Figure 1. Wiring by layer.
Two of the layers only.
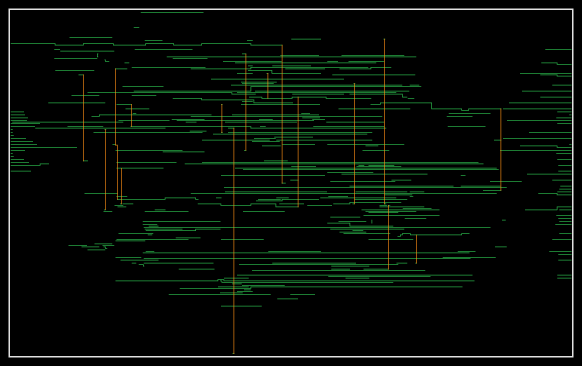
Figure 2. Congestion heat map.
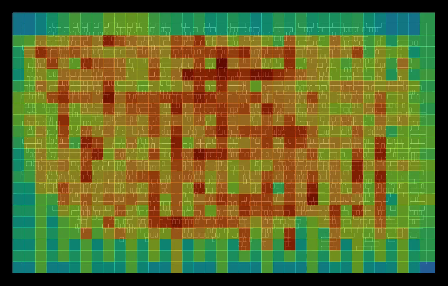
Figure 3. Cell classes on the final placement.
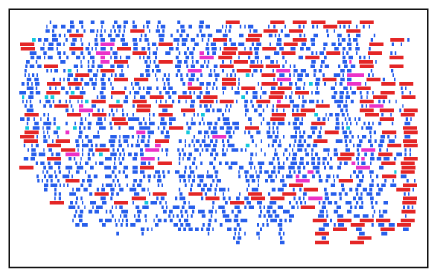
Figure 4. Pin map.
Pins as bars across the die edge, other pins in gray.
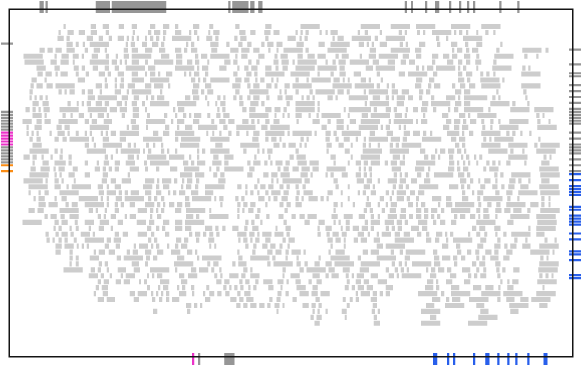
Figure 5. Clock wires, drivers and flops.
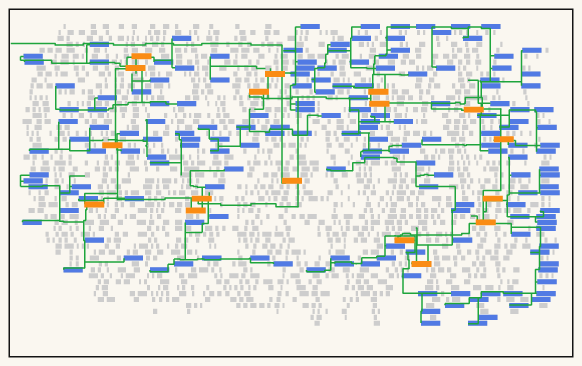
`src/rtl/muldiv_pkg.sv`:
```
// Shared definitions for the HI/LO multiply/divide unit: funct codes,
// FSM state encoding and the default datapath width.
package muldiv_pkg;

   localparam int MULDIV_WIDTH = 32;

   localparam logic [5:0] FUNCT_MFHI  = 6'b010000;
   localparam logic [5:0] FUNCT_MFLO  = 6'b010010;
   localparam logic [5:0] FUNCT_MULT  = 6'b011000;
   localparam logic [5:0] FUNCT_MULTU = 6'b011001;
   localparam logic [5:0] FUNCT_DIV   = 6'b011010;
   localparam logic [5:0] FUNCT_DIVU  = 6'b011011;

   typedef enum logic [1:0] {
      ST_IDLE   = 2'd0,
      ST_RUN    = 2'd1,
      ST_ADJUST = 2'd2
   } state_e;

   // True for the four operations that launch the iterative unit.
   function automatic logic is_hilo_op(input logic [5:0] f);
      return (f == FUNCT_MULT) || (f == FUNCT_MULTU) ||
             (f == FUNCT_DIV)  || (f == FUNCT_DIVU);
   endfunction

   function automatic logic is_signed_op(input logic [5:0] f);
      return (f == FUNCT_MULT) || (f == FUNCT_DIV);
   endfunction

   function automatic logic is_div_op(input logic [5:0] f);
      return (f == FUNCT_DIV) || (f == FUNCT_DIVU);
   endfunction

   // True for instructions that read HI or LO.
   function automatic logic is_move_op(input logic [5:0] f);
      return (f == FUNCT_MFHI) || (f == FUNCT_MFLO);
   endfunction

endpackage

```
`src/rtl/muldiv_step.sv`:
```
// One iteration of the unsigned datapath.
// Multiply: acc:quo is the running product, quo[0] is the next multiplier
// bit, opd is the multiplicand; add-then-shift-right.
// Divide: acc is the partial remainder, quo holds the dividend bits still
// to consume (MSB first) and collects quotient bits; opd is the divisor.
module muldiv_step
   import muldiv_pkg::*;
#(
   parameter int WIDTH = MULDIV_WIDTH
) (
   input  logic             is_div_i,
   input  logic [WIDTH-1:0] acc_i,
   input  logic [WIDTH-1:0] quo_i,
   input  logic [WIDTH-1:0] opd_i,
   output logic [WIDTH-1:0] acc_o,
   output logic [WIDTH-1:0] quo_o
);

   logic [WIDTH:0] sum;
   logic [WIDTH:0] shifted;

   // Single shift-add or restoring shift-subtract step.
   always_comb begin
      sum     = '0;
      shifted = '0;
      acc_o   = acc_i;
      quo_o   = quo_i;
      if (is_div_i) begin
         shifted = {acc_i, quo_i[WIDTH-1]};
         if (shifted >= {1'b0, opd_i}) begin
            // Difference is below the divisor, so it fits in WIDTH bits.
            sum   = shifted - {1'b0, opd_i};
            acc_o = sum[WIDTH-1:0];
            quo_o = {quo_i[WIDTH-2:0], 1'b1};
         end else begin
            acc_o = shifted[WIDTH-1:0];
            quo_o = {quo_i[WIDTH-2:0], 1'b0};
         end
      end else begin
         sum   = {1'b0, acc_i} + (quo_i[0] ? {1'b0, opd_i} : '0);
         acc_o = sum[WIDTH:1];
         quo_o = {sum[0], quo_i[WIDTH-1:1]};
      end
   end

endmodule

```
`src/rtl/muldiv_controller.sv`:
```
// Iterative HI/LO multiply/divide controller. Operands are converted to
// magnitudes at launch, ITER unsigned steps run in muldiv_step, and the
// ADJUST cycle applies sign correction and writes HI/LO.
// Handshake: start is taken only in IDLE with a legal funct; while busy,
// start/mfhi_req/mflo_req raise stall and the requester must hold its
// request until stall drops (done is high in an IDLE cycle, so no stall).
module muldiv_controller
   import muldiv_pkg::*;
#(
   parameter int WIDTH = MULDIV_WIDTH,
   parameter int ITER  = WIDTH
) (
   input  logic             clk,
   input  logic             reset,
   input  logic             start,
   input  logic [5:0]       funct,
   input  logic [WIDTH-1:0] rs_val,
   input  logic [WIDTH-1:0] rt_val,
   input  logic             mfhi_req,
   input  logic             mflo_req,
   output logic [WIDTH-1:0] hi,
   output logic [WIDTH-1:0] lo,
   output logic             busy,
   output logic             done,
   output logic             stall,
   output logic [1:0]       dbg_state
);

   localparam int             CW       = $clog2(ITER + 1);
   localparam logic [CW-1:0]  CNT_LAST = CW'(ITER - 1);

   state_e             state_q, state_d;
   logic [CW-1:0]      cnt_q;
   logic [WIDTH-1:0]   acc_q, quo_q, opd_q;
   logic [WIDTH-1:0]   acc_step, quo_step;
   logic [WIDTH-1:0]   hi_q, lo_q;
   logic               is_div_q, neg_res_q, neg_rem_q, divz_q, done_q;
   logic               launch, rs_neg, rt_neg;
   logic [WIDTH-1:0]   rs_mag, rt_mag;
   logic [2*WIDTH-1:0] prod_raw, prod_fix;
   logic [WIDTH-1:0]   quo_fix, rem_fix;

   assign launch = (state_q == ST_IDLE) && start && is_hilo_op(funct);
   assign rs_neg = is_signed_op(funct) && rs_val[WIDTH-1];
   assign rt_neg = is_signed_op(funct) && rt_val[WIDTH-1];
   assign rs_mag = rs_neg ? -rs_val : rs_val;
   assign rt_mag = rt_neg ? -rt_val : rt_val;

   muldiv_step #(.WIDTH(WIDTH)) u_step (
      .is_div_i (is_div_q),
      .acc_i    (acc_q),
      .quo_i    (quo_q),
      .opd_i    (opd_q),
      .acc_o    (acc_step),
      .quo_o    (quo_step)
   );

   // State register.
   always_ff @(posedge clk or posedge reset) begin
      if (reset) state_q <= ST_IDLE;
      else       state_q <= state_d;
   end

   // Next-state: launch, count ITER steps, one ADJUST cycle.
   always_comb begin
      state_d = state_q;
      case (state_q)
         ST_IDLE:   if (launch) state_d = ST_RUN;
         ST_RUN:    if (cnt_q == CNT_LAST) state_d = ST_ADJUST;
         ST_ADJUST: state_d = ST_IDLE;
         default:   state_d = ST_IDLE;
      endcase
   end

   // FSM outputs: busy while the unit owns HI/LO, stall for dependent requests.
   always_comb begin
      busy      = (state_q == ST_RUN) || (state_q == ST_ADJUST);
      stall     = busy && (start || mfhi_req || mflo_req);
      dbg_state = state_q;
   end

   // Operand capture at launch, one datapath step per RUN cycle.
   always_ff @(posedge clk or posedge reset) begin
      if (reset) begin
         cnt_q     <= '0;
         acc_q     <= '0;
         quo_q     <= '0;
         opd_q     <= '0;
         is_div_q  <= 1'b0;
         neg_res_q <= 1'b0;
         neg_rem_q <= 1'b0;
         divz_q    <= 1'b0;
      end else if (launch) begin
         cnt_q     <= '0;
         acc_q     <= '0;
         is_div_q  <= is_div_op(funct);
         neg_res_q <= rs_neg ^ rt_neg;
         neg_rem_q <= rs_neg;
         divz_q    <= (rt_val == '0);
         if (is_div_op(funct)) begin
            quo_q <= rs_mag;
            opd_q <= rt_mag;
         end else begin
            quo_q <= rt_mag;
            opd_q <= rs_mag;
         end
      end else if (state_q == ST_RUN) begin
         cnt_q <= cnt_q + 1'b1;
         acc_q <= acc_step;
         quo_q <= quo_step;
      end
   end

   // Sign correction of the unsigned results; divide-by-zero forces LO to
   // all ones while HI naturally ends up as the original dividend.
   always_comb begin
      prod_raw = {acc_q, quo_q};
      prod_fix = neg_res_q ? -prod_raw : prod_raw;
      quo_fix  = divz_q ? '1 : (neg_res_q ? -quo_q : quo_q);
      rem_fix  = neg_rem_q ? -acc_q : acc_q;
   end

   // HI/LO write and done pulse on the ADJUST edge only.
   always_ff @(posedge clk or posedge reset) begin
      if (reset) begin
         hi_q   <= '0;
         lo_q   <= '0;
         done_q <= 1'b0;
      end else begin
         done_q <= (state_q == ST_ADJUST);
         if (state_q == ST_ADJUST) begin
            if (is_div_q) begin
               hi_q <= rem_fix;
               lo_q <= quo_fix;
            end else begin
               hi_q <= prod_fix[2*WIDTH-1:WIDTH];
               lo_q <= prod_fix[WIDTH-1:0];
            end
         end
      end
   end

   assign hi   = hi_q;
   assign lo   = lo_q;
   assign done = done_q;

endmodule

```
`config.mk`:
```
export PLATFORM = sky130hd
export DESIGN_NAME = muldiv_controller
export DESIGN_NICKNAME = d
export VERILOG_FILES = /design/src/rtl/muldiv_pkg.sv /design/src/rtl/muldiv_step.sv /design/src/rtl/muldiv_controller.sv
export SDC_FILE = /design/constraint.sdc
export NUM_CORES = 1
export LEC_CHECK = 0
export CELL_PAD_IN_SITES_DETAIL_PLACEMENT = 1
export CELL_PAD_IN_SITES_GLOBAL_PLACEMENT = 2
export CORE_ASPECT_RATIO = 0.6
export CORE_MARGIN = 5
export CORE_UTILIZATION = 39
export CTS_BUF_LIST = sky130_fd_sc_hd__clkbuf_4 sky130_fd_sc_hd__clkbuf_8 sky130_fd_sc_hd__clkbuf_16
export CTS_CLUSTER_DIAMETER = 100
export DETAILED_ROUTE_END_ITERATION = 6
export DONT_BUFFER_PORTS = 1
export GPL_ROUTABILITY_DRIVEN = 1
export PLACE_DENSITY = 0.84
export RECOVER_POWER = 25
export SETUP_SLACK_MARGIN = 0.05
export SLEW_MARGIN = 0
export SYNTH_ARGS = -nofsm -noshare
export SYNTH_HDL_FRONTEND = slang
export SYNTH_SLANG_ARGS = --single-unit
```
`constraint.sdc`:
```
create_clock -name clk -period 7.31 [get_ports clk]
set_input_delay 1.462 -clock clk [delete_from_list [all_inputs] [get_ports clk]]
set_output_delay 1.462 -clock clk [all_outputs]
set_load 0.01 [all_outputs]
```
==> results_dict.tcl <==
# metrics dict for downstream scripts
set metrics [dict create \
    synth_top_area_share 0.302 \
    status "complete, but fails checks" \
    post_synth_fa_ha_maj_area_fraction 0.0656 \
    max-cap-violations 4 \
    fin_max_slew_vios 230 \
    final_antenna_net_count 0 \
    setup_violating_endpoint_count_in_the_final_report 0 \
    hp-class "reg -> reg" \
    cells_in_synth_stat_txt 1763 \
    initial_antenna_violation_count 0 \
    synth.lib_cells_used.distinct 73 \
    die_area_um2 40800 \
    grt_use_met3 0.118 \
    initial_core_util 0.395 \
    violations "capacitance limit, slew limit" \
    openroad.warnings 28 \
    timing.critical_path.from_type "input port" \
    synth-warning-count 0 \
    enable_flop_cells 0 \
    place_congestion 0.966 \
    worst_hold_path.num_cells 2 \
    synth-xor-area-share 0.104 \
    path_cells "nand2_1 -> nor4_2 -> clkbuf_1 -> nor2_1 -> nand2_1 -> a21oi_1 -> a221o_1" \
    worst-slew-pin-transition_ns 3.20 \
    reg2reg_slack_ns 2.59 \
    worst_slew_margin_rel -1.13 \
    yosys.area.top_type "sky130_fd_sc_hd__dfrtp_1" \
    power.ir.vdd_worst_mv 0.236 \
    worst_hold_startpoint "opd_q[12]$_DFFE_PP0P_" \
    cellLeakagePower_uw 0.00602 \
]
-- Figure 1 (at the start) --
Key: orange = met4 [wire length 659 um]; green = met3 [wire length 7210 um]

-- Figure 2 (at the start) --
post-DR wirelength/cell: 26.9 um
post-route core utilization: 0.421
met1 Use GR: 0.421

-- Figure 3 (at the start) --
Key: cyan = other buffers and delay cells [cells 22, share of their area 1.1%]; blue = all other logic [cells 1484, share of their area 65%]; magenta = clock drivers and dummy loads [cells 32, share of their area 4.0%]; red = flops [cells 173, share of their area 29%]

-- Figure 4 (at the start) --
Key: orange = dbg_state [pins 2, direction output, edge left]; blue = hi [pins 32, direction output, edge 19 right, 13 bottom]; magenta = funct [pins 6, direction input, edge 5 left, 1 bottom]
All pins by edge: 61 top, 42 right, 21 left, 20 bottom.
horizontal die dimension: 258 um
port bufs: 0
vertical die size: 159 um

-- Figure 5 (at the start) --
Key: green = clock wires [length 2790 um]; orange = cells driving clock nets [count 17]; blue = flip-flops [count 173]
Position of the flops: spread over the die.

## power by group
part / leakage [uW] / internal [uW] / switching (uW)
Combinational: 0.00370 / 1480 / 2410
Sequential: 0.00204 / 1320 / 774
Clock: 0.000277 / 486 / 463
Total: 0.00602 / 3290 / 3650
## Yosys cell counts (12+ instances only)
library cell / n
sky130_fd_sc_hd__o22ai_1: 12
sky130_fd_sc_hd__clkbuf_1: 97
sky130_fd_sc_hd__a31oi_1: 18
sky130_fd_sc_hd__xor2_1: 98
sky130_fd_sc_hd__o211ai_1: 31
sky130_fd_sc_hd__a211oi_1: 16
sky130_fd_sc_hd__o21a_1: 21
sky130_fd_sc_hd__xnor2_1: 72
sky130_fd_sc_hd__mux2_2: 37
sky130_fd_sc_hd__dfrtp_1: 173
sky130_fd_sc_hd__nand3_1: 27
sky130_fd_sc_hd__a21oi_1: 173
sky130_fd_sc_hd__nand2b_1: 18
sky130_fd_sc_hd__o31ai_1: 27
sky130_fd_sc_hd__ha_1: 72
sky130_fd_sc_hd__o221ai_1: 23
sky130_fd_sc_hd__nand2_1: 132
sky130_fd_sc_hd__a21o_1: 16
sky130_fd_sc_hd__nor3_1: 30
sky130_fd_sc_hd__inv_1: 67
sky130_fd_sc_hd__nand4_1: 16
sky130_fd_sc_hd__o41ai_1: 14
sky130_fd_sc_hd__o21ai_0: 139
sky130_fd_sc_hd__nor2_1: 187
sky130_fd_sc_hd__or3_1: 25
sky130_fd_sc_hd__nor4_1: 25
sky130_fd_sc_hd__mux2i_1: 48
## cell type report
class / count / area [um2]
repair buffers: 22 / 158
multi-input cells: 1416 / 9380
well taps: 476 / 596
inverters: 68 / 256
flip-flops and latches: 173 / 4330
clock inverters: 14 / 155
fillers: 4316 / 21000
clock buffers: 18 / 433
Power is estimated from default activity; no workload was simulated.
